==> config.mk <==
export PLATFORM = sky130hd
export DESIGN_NAME = fp_classify_flat
export DESIGN_NICKNAME = d
export VERILOG_FILES = /design/src/rtl/fp_classify_if.sv /design/src/rtl/fp_classify.sv /design/src/flat_wrapper.sv
export SDC_FILE = /design/constraint.sdc
export NUM_CORES = 1
export LEC_CHECK = 0
export CORE_MARGIN = 2
export CORE_UTILIZATION = 27
export DETAILED_ROUTE_END_ITERATION = 16
export MAX_ROUTING_LAYER = met4
export PLACE_DENSITY = 0.78
export SLEW_MARGIN = 25
export SYNTH_ARGS = -nofsm -noshare
export SYNTH_HDL_FRONTEND = slang
export SYNTH_SLANG_ARGS = --single-unit
==> constraint.sdc <==
create_clock -name clk -period 1.1 [get_ports clk]
set_input_delay 0.22 -clock clk [delete_from_list [all_inputs] [get_ports clk]]
set_output_delay 0.22 -clock clk [all_outputs]
set_load 0.02 [all_outputs]
==> src/rtl/fp_classify_if.sv <==
// Operand/result handshake bundle for the FCLASS pipeline.
// The master side is the operand producer and result consumer; the slave side is the unit.
interface fp_classify_if #(
   parameter int unsigned BUS_WIDTH = 64
);
   logic                 in_valid;
   logic                 in_ready;
   logic [BUS_WIDTH-1:0] in_data;
   logic                 out_valid;
   logic                 out_ready;
   logic [BUS_WIDTH-1:0] out_class;
   logic                 out_sign;

   modport master (
      output in_valid, in_data, out_ready,
      input  in_ready, out_valid, out_class, out_sign
   );

   modport slave (
      input  in_valid, in_data, out_ready,
      output in_ready, out_valid, out_class, out_sign
   );
endinterface

==> src/rtl/fp_classify.sv <==
// Two-stage FCLASS unit: S1 captures field flags, S2 holds the one-hot class mask and sign.
// Both stages use valid/ready with a combinational ready chain for full throughput.
module fp_classify #(
   parameter int unsigned BUS_WIDTH = 64
) (
   input logic          clk,
   input logic          rst_n,
   input logic          flush,
   fp_classify_if.slave bus
);
   localparam int unsigned MANT_W  = (BUS_WIDTH == 32) ? 23 : 52;
   localparam int unsigned EXP_W   = BUS_WIDTH - 1 - MANT_W;
   localparam int unsigned CLASS_W = 10;

   if (BUS_WIDTH != 32 && BUS_WIDTH != 64) begin : g_bad_width
      $error("fp_classify: BUS_WIDTH must be 32 or 64");
   end

   logic s1_valid_q, s1_valid_d;
   logic s1_sign_q, s1_sign_d;
   logic s1_e_ones_q, s1_e_ones_d;
   logic s1_e_zero_q, s1_e_zero_d;
   logic s1_m_zero_q, s1_m_zero_d;
   logic s1_m_msb_q, s1_m_msb_d;

   logic               s2_valid_q, s2_valid_d;
   logic [CLASS_W-1:0] s2_class_q, s2_class_d;
   logic               s2_sign_q, s2_sign_d;

   logic               s2_advance_c;
   logic               s1_advance_c;
   logic               in_fire_c;
   logic               s1_move_c;
   logic [EXP_W-1:0]   exp_c;
   logic [MANT_W-1:0]  mant_c;
   logic [CLASS_W-1:0] class_c;

   assign s2_advance_c = !s2_valid_q || bus.out_ready;
   assign s1_advance_c = !s1_valid_q || s2_advance_c;
   assign in_fire_c    = bus.in_valid && s1_advance_c;
   assign s1_move_c    = s1_valid_q && s2_advance_c;

   assign exp_c  = bus.in_data[BUS_WIDTH-2 -: EXP_W];
   assign mant_c = bus.in_data[MANT_W-1:0];

   // One-hot RISC-V class from the S1 flags; NaN classes ignore the sign.
   always_comb begin
      class_c = '0;
      if (s1_e_ones_q) begin
         if (s1_m_zero_q) begin
            if (s1_sign_q) class_c[0] = 1'b1;
            else           class_c[7] = 1'b1;
         end else if (s1_m_msb_q) begin
            class_c[9] = 1'b1;
         end else begin
            class_c[8] = 1'b1;
         end
      end else if (s1_e_zero_q) begin
         if (s1_m_zero_q) begin
            if (s1_sign_q) class_c[3] = 1'b1;
            else           class_c[4] = 1'b1;
         end else begin
            if (s1_sign_q) class_c[2] = 1'b1;
            else           class_c[5] = 1'b1;
         end
      end else begin
         if (s1_sign_q) class_c[1] = 1'b1;
         else           class_c[6] = 1'b1;
      end
   end

   // Next-state for both stages; flush kills valids but lets data registers load freely.
   always_comb begin
      s1_valid_d  = s1_valid_q;
      s1_sign_d   = s1_sign_q;
      s1_e_ones_d = s1_e_ones_q;
      s1_e_zero_d = s1_e_zero_q;
      s1_m_zero_d = s1_m_zero_q;
      s1_m_msb_d  = s1_m_msb_q;
      s2_valid_d  = s2_valid_q;
      s2_class_d  = s2_class_q;
      s2_sign_d   = s2_sign_q;

      if (in_fire_c) begin
         s1_valid_d  = 1'b1;
         s1_sign_d   = bus.in_data[BUS_WIDTH-1];
         s1_e_ones_d = &exp_c;
         s1_e_zero_d = ~|exp_c;
         s1_m_zero_d = ~|mant_c;
         s1_m_msb_d  = mant_c[MANT_W-1];
      end else if (s1_advance_c) begin
         s1_valid_d = 1'b0;
      end

      if (s1_move_c) begin
         s2_valid_d = 1'b1;
         s2_class_d = class_c;
         s2_sign_d  = s1_sign_q;
      end else if (s2_advance_c) begin
         s2_valid_d = 1'b0;
      end

      if (flush) begin
         s1_valid_d = 1'b0;
         s2_valid_d = 1'b0;
      end
   end

   always_ff @(posedge clk or negedge rst_n) begin
      if (!rst_n) begin
         s1_valid_q  <= 1'b0;
         s1_sign_q   <= 1'b0;
         s1_e_ones_q <= 1'b0;
         s1_e_zero_q <= 1'b0;
         s1_m_zero_q <= 1'b0;
         s1_m_msb_q  <= 1'b0;
         s2_valid_q  <= 1'b0;
         s2_class_q  <= '0;
         s2_sign_q   <= 1'b0;
      end else begin
         s1_valid_q  <= s1_valid_d;
         s1_sign_q   <= s1_sign_d;
         s1_e_ones_q <= s1_e_ones_d;
         s1_e_zero_q <= s1_e_zero_d;
         s1_m_zero_q <= s1_m_zero_d;
         s1_m_msb_q  <= s1_m_msb_d;
         s2_valid_q  <= s2_valid_d;
         s2_class_q  <= s2_class_d;
         s2_sign_q   <= s2_sign_d;
      end
   end

   assign bus.in_ready  = s1_advance_c;
   assign bus.out_valid = s2_valid_q;
   assign bus.out_class = BUS_WIDTH'(s2_class_q);
   assign bus.out_sign  = s2_sign_q;
endmodule

==> src/flat_wrapper.sv <==
// flat-port wrapper written by rule: the top's interface ports become plain ports
module fp_classify_flat 
#(
   parameter int unsigned BUS_WIDTH = 64
)
  (clk, rst_n, flush, bus_in_valid, bus_in_data, bus_out_ready, bus_in_ready, bus_out_valid, bus_out_class, bus_out_sign);
  fp_classify_if #(.BUS_WIDTH(BUS_WIDTH)) bus_i ();
  input logic clk;
  input logic rst_n;
  input logic flush;
  input wire logic [$bits(bus_i.in_valid)-1:0] bus_in_valid;
  input wire logic [$bits(bus_i.in_data)-1:0] bus_in_data;
  input wire logic [$bits(bus_i.out_ready)-1:0] bus_out_ready;
  output wire logic [$bits(bus_i.in_ready)-1:0] bus_in_ready;
  output wire logic [$bits(bus_i.out_valid)-1:0] bus_out_valid;
  output wire logic [$bits(bus_i.out_class)-1:0] bus_out_class;
  output wire logic [$bits(bus_i.out_sign)-1:0] bus_out_sign;
  assign bus_i.in_valid = bus_in_valid;
  assign bus_i.in_data = bus_in_data;
  assign bus_i.out_ready = bus_out_ready;
  assign bus_in_ready = bus_i.in_ready;
  assign bus_out_valid = bus_i.out_valid;
  assign bus_out_class = bus_i.out_class;
  assign bus_out_sign = bus_i.out_sign;
  fp_classify #(.BUS_WIDTH(BUS_WIDTH)) u_core (.clk(clk), .rst_n(rst_n), .flush(flush), .bus(bus_i));
endmodule
Figure 1. Wires at chosen ports, followed through buffers.
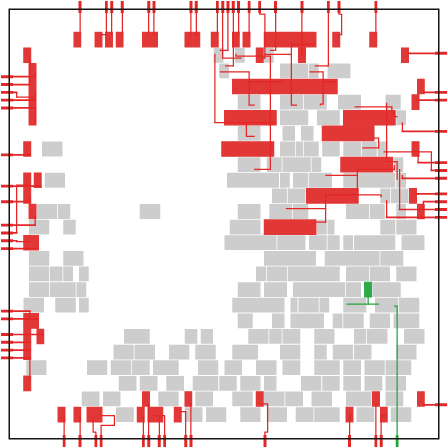
color	port	bits	direction	edge	end cells	buffers	wire
red	bus_out_class	64	output	20 top, 18 left, 14 bottom, 12 right	64	10	533 µm
green	bus_in_ready	1	output	bottom	1	1	30.3 µm
boundary pin count: 136
# port buffers: 81

Figure 2. The clock network.
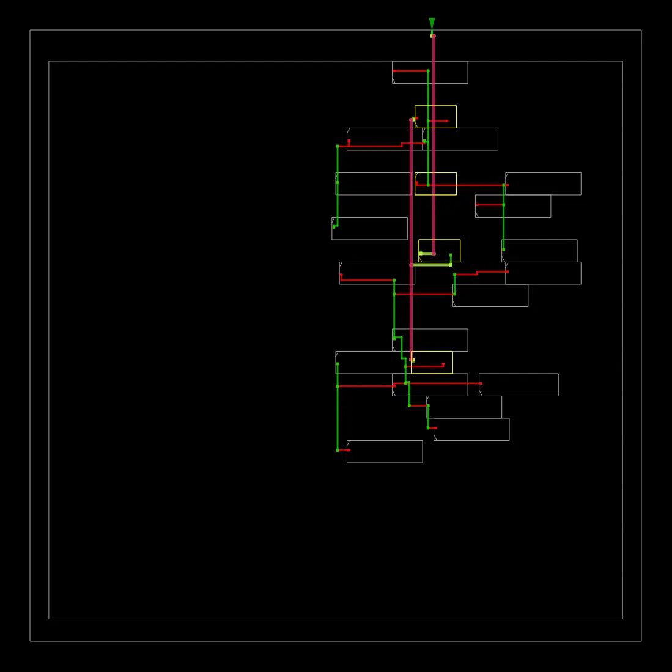
clock buffer count: 4
clk_skew: 0.00246 ns
Seq cells: 18
clk sink count: 18

Figure 3. Gate families picked out.
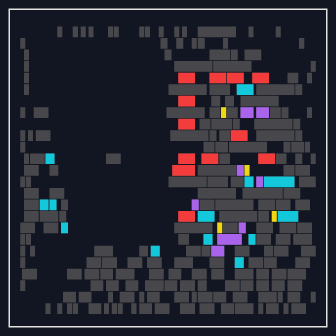
color	family	cells
purple	aoi and oai cells	8
red	mux cells	12
yellow	inv cells	4
cyan	nand cells	13
Final Non-Filler Cells: 301
most frequent logic cell in the layout: conb_1
logic share of the area: 0.342

Figure 4. Clock wires, drivers and flops.
The bar under the picture is 20 µm long.
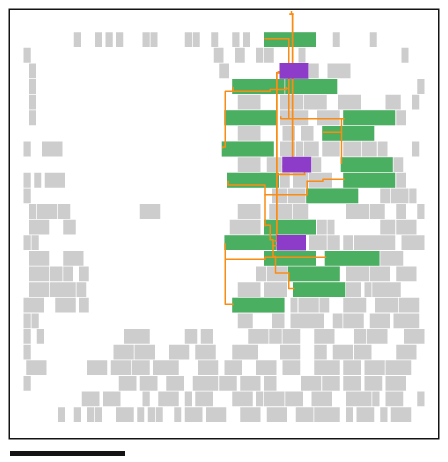
[orange] clock wires | length: 213 µm
[purple] clock drivers | count: 3
[green] flip-flops | count: 18
routed clock nets	4
clock power share: 0.284
P_clk: 532 µW
Late-Pin Clk Latency: 0.25 ns

==> flow_summary.toml <==
# implementation run metrics
[global_routing]
grt_max_degree = 19
grt_pass1_wl_mm = 5.05
grtUsageMet2 = 0.231
grtUsageMet1 = 0.124
antenna_found_initial = 0
grt_util_all_layers = 0.124
grt_pass1_vias = 1137
grtUsageMet3 = 0.0149
grt.overflow.total = 0

[yosys]
synth_area_leader_cell = "dfrtp_1"
syn_inst = 137
synth_area_per_cell_um2 = 9.80
ys_types = 22
most_common_cell = "buf_4"
ys_warn_count = 0
common_cells = "55 x buf_4, 18 x dfrtp_1, 12 x mux2_2"
ys_area_um2 = 1340
synth_flops = 18
yosys-stat-cells = 137
top_cells_by_area = "dfrtp_1 34%, buf_4 31%, mux2_2 10%"
ys.flop_type = "dfrtp_1"

[setup_path]
criticalPathCategory = "reg -> out"
worstPathArrival_ns = 1.05
path_max_fanout = 2
required_ns = 0.88

[pwr]
netSwitchingFraction = 0.304
powerDensity_nw_per_um2 = 852
p_switching_uw = 570
leakagePower_uw = 0.00104
p_int_uw = 1300
peakVddDrop_mv = 0.392

[sta]
finalCritPeriodShare = 1.16
rsz0062_at_grt = "true"
setup_viol = 14
final.setup.tns_ns = -0.795
hold_viol_final = 0
slew_viol_final = 0
setup_slack_ns = -0.171
max_freq_mhz = 787

[cells_and_area]
fillers = 482
drive_gt1_frac = 0.265
syn2layout_area_growth_pct = 63.9

[outcome]
run_status = "complete, but fails checks"
violations = "negative setup slack"

[job]
warning_count = 29

[clock_tree]
cts.path.max_buffers = 2
clkTransAtPathRegs_ns = 0.07
cts_hold_buf = 0
cts_buffers = 3
cts_root_buf = "clkbuf_8"

[min_path]
worstHoldPathType = "in -> async"

[placement]
dp_slack_ns = -0.697
gp_congestion = 0.726

[routing]
routed_wl_mm = 3.45
firstDrtPassIters = 4
drtIter0Drc = 63
drc = 0
drt-wirelength-per-cell_um = 11.5

[die]
row_count = 25
die_y_um = 74.5
## logic make-up after synthesis
family	share of synthesized area
buffers and inverters	0.319
and+or+nand+nor	0.199
DFF	0.336
muxes	0.101
AOI/OAI and AO/OA	0.0438
other	0.00279
## flip-flops by register name (all words and copies together) (netlist names)
| signal | flops |
|---|---|
| u_core.s2_class_q | 10 |
| u_core.s1_m_zero_q | 1 |
| u_core.bus.out_sign | 1 |
| u_core.s1_e_ones_q | 1 |
| u_core.s1_e_zero_q | 1 |
| u_core.bus.out_valid | 1 |
| u_core.s1_sign_q | 1 |
| u_core.s1_valid_q | 1 |
| u_core.s1_m_msb_q | 1 |
## worst max-delay path: stages (launching register included)
cell     delay, ns
dfrtp_2       0.40
and3b_2       0.21
inv_2         0.07
buf_6         0.11
## layout by cell type (no fill, tap or decap), types with 4 or more instances in the layout
master | netlist | layout
conb_1 | 1 | 54
nor3_1 | 4 | 4
clkbuf_8 | 0 | 4
buf_6 | 0 | 6
mux2_2 | 12 | 11
buf_4 | 55 | 9
nor4_1 | 11 | 5
nor4_2 | 4 | 10
dlygate4sd2_1 | 0 | 22
buf_2 | 0 | 11
dfrtp_1 | 18 | 17
nand4_1 | 6 | 6
clkdlybuf4s50_1 | 0 | 46
## through the flow
step                area [µm²]  power (µW)  std cells  hold slack [ns]  utilization
CTS                       2180        1880        301            0.301        0.458
floorplan                 1550        1150        190          -0.0756            -
detailed placement        2130        1380        295            0.498        0.447
global route              2200        1960        301            0.315        0.463
finish                    2200        1870        301            0.296        0.463
global placement          2130        1370        295            0.492        0.447
## power groups by stage
| stage | Sequential (µW) | Combinational [µW] | Clock (µW) |
|---|---|---|---|
| 2_1_floorplan | 767 | 387 | 0 |
| 3_3_place_gp | 734 | 634 | 0 |
| 3_5_place_dp | 735 | 641 | 0 |
| 4_1_cts | 722 | 615 | 546 |
| 5_1_grt | 726 | 665 | 572 |
| 6_report | 722 | 620 | 532 |
## path summary, 6_finish.rpt
check | start | end | slack [ns] | depth (start not counted)
max in group asynchronous | rst_n | u_core.bus.out_valid | 0.60 | 2
min | rst_n | u_core.s2_class_q[9] | 0.30 | 2
max | u_core.bus.out_valid | bus_in_ready | -0.17 | 3
min in group clk | bus_in_data[44] | u_core.s1_m_zero_q | 0.40 | 4
max reg2reg | u_core.bus.out_valid | u_core.s1_e_ones_q | -0.16 | 5
min reg2reg | u_core.s2_class_q[7] | u_core.s2_class_q[7] | 0.51 | 1
## per-layer routing
metal | share of wire | vias up
met3 | 0.071 | 11
met2 | 0.55 | 63
li1 | - | 574
met1 | 0.35 | 559
met5 | 0 | -
met4 | 0.032 | 0
## final cells by class
cell class                 count  area, µm²  share of cell area
clock buffer                   4       55.1              0.0250
inverter                       4       15.0             0.00682
multi-input combinational    114        752               0.342
sequential                    18        452               0.205
tap                           67       83.8              0.0381
timing repair buffer          94        843               0.383
## what timing repair did
item,CTS,global route
pin swaps,12,3
endpoints found under the setup margin,27,18
setup buffers,2,0
gates cloned,0,1
resized,92,8
Power figures rest on the tool's default switching activity, not on a simulated workload.
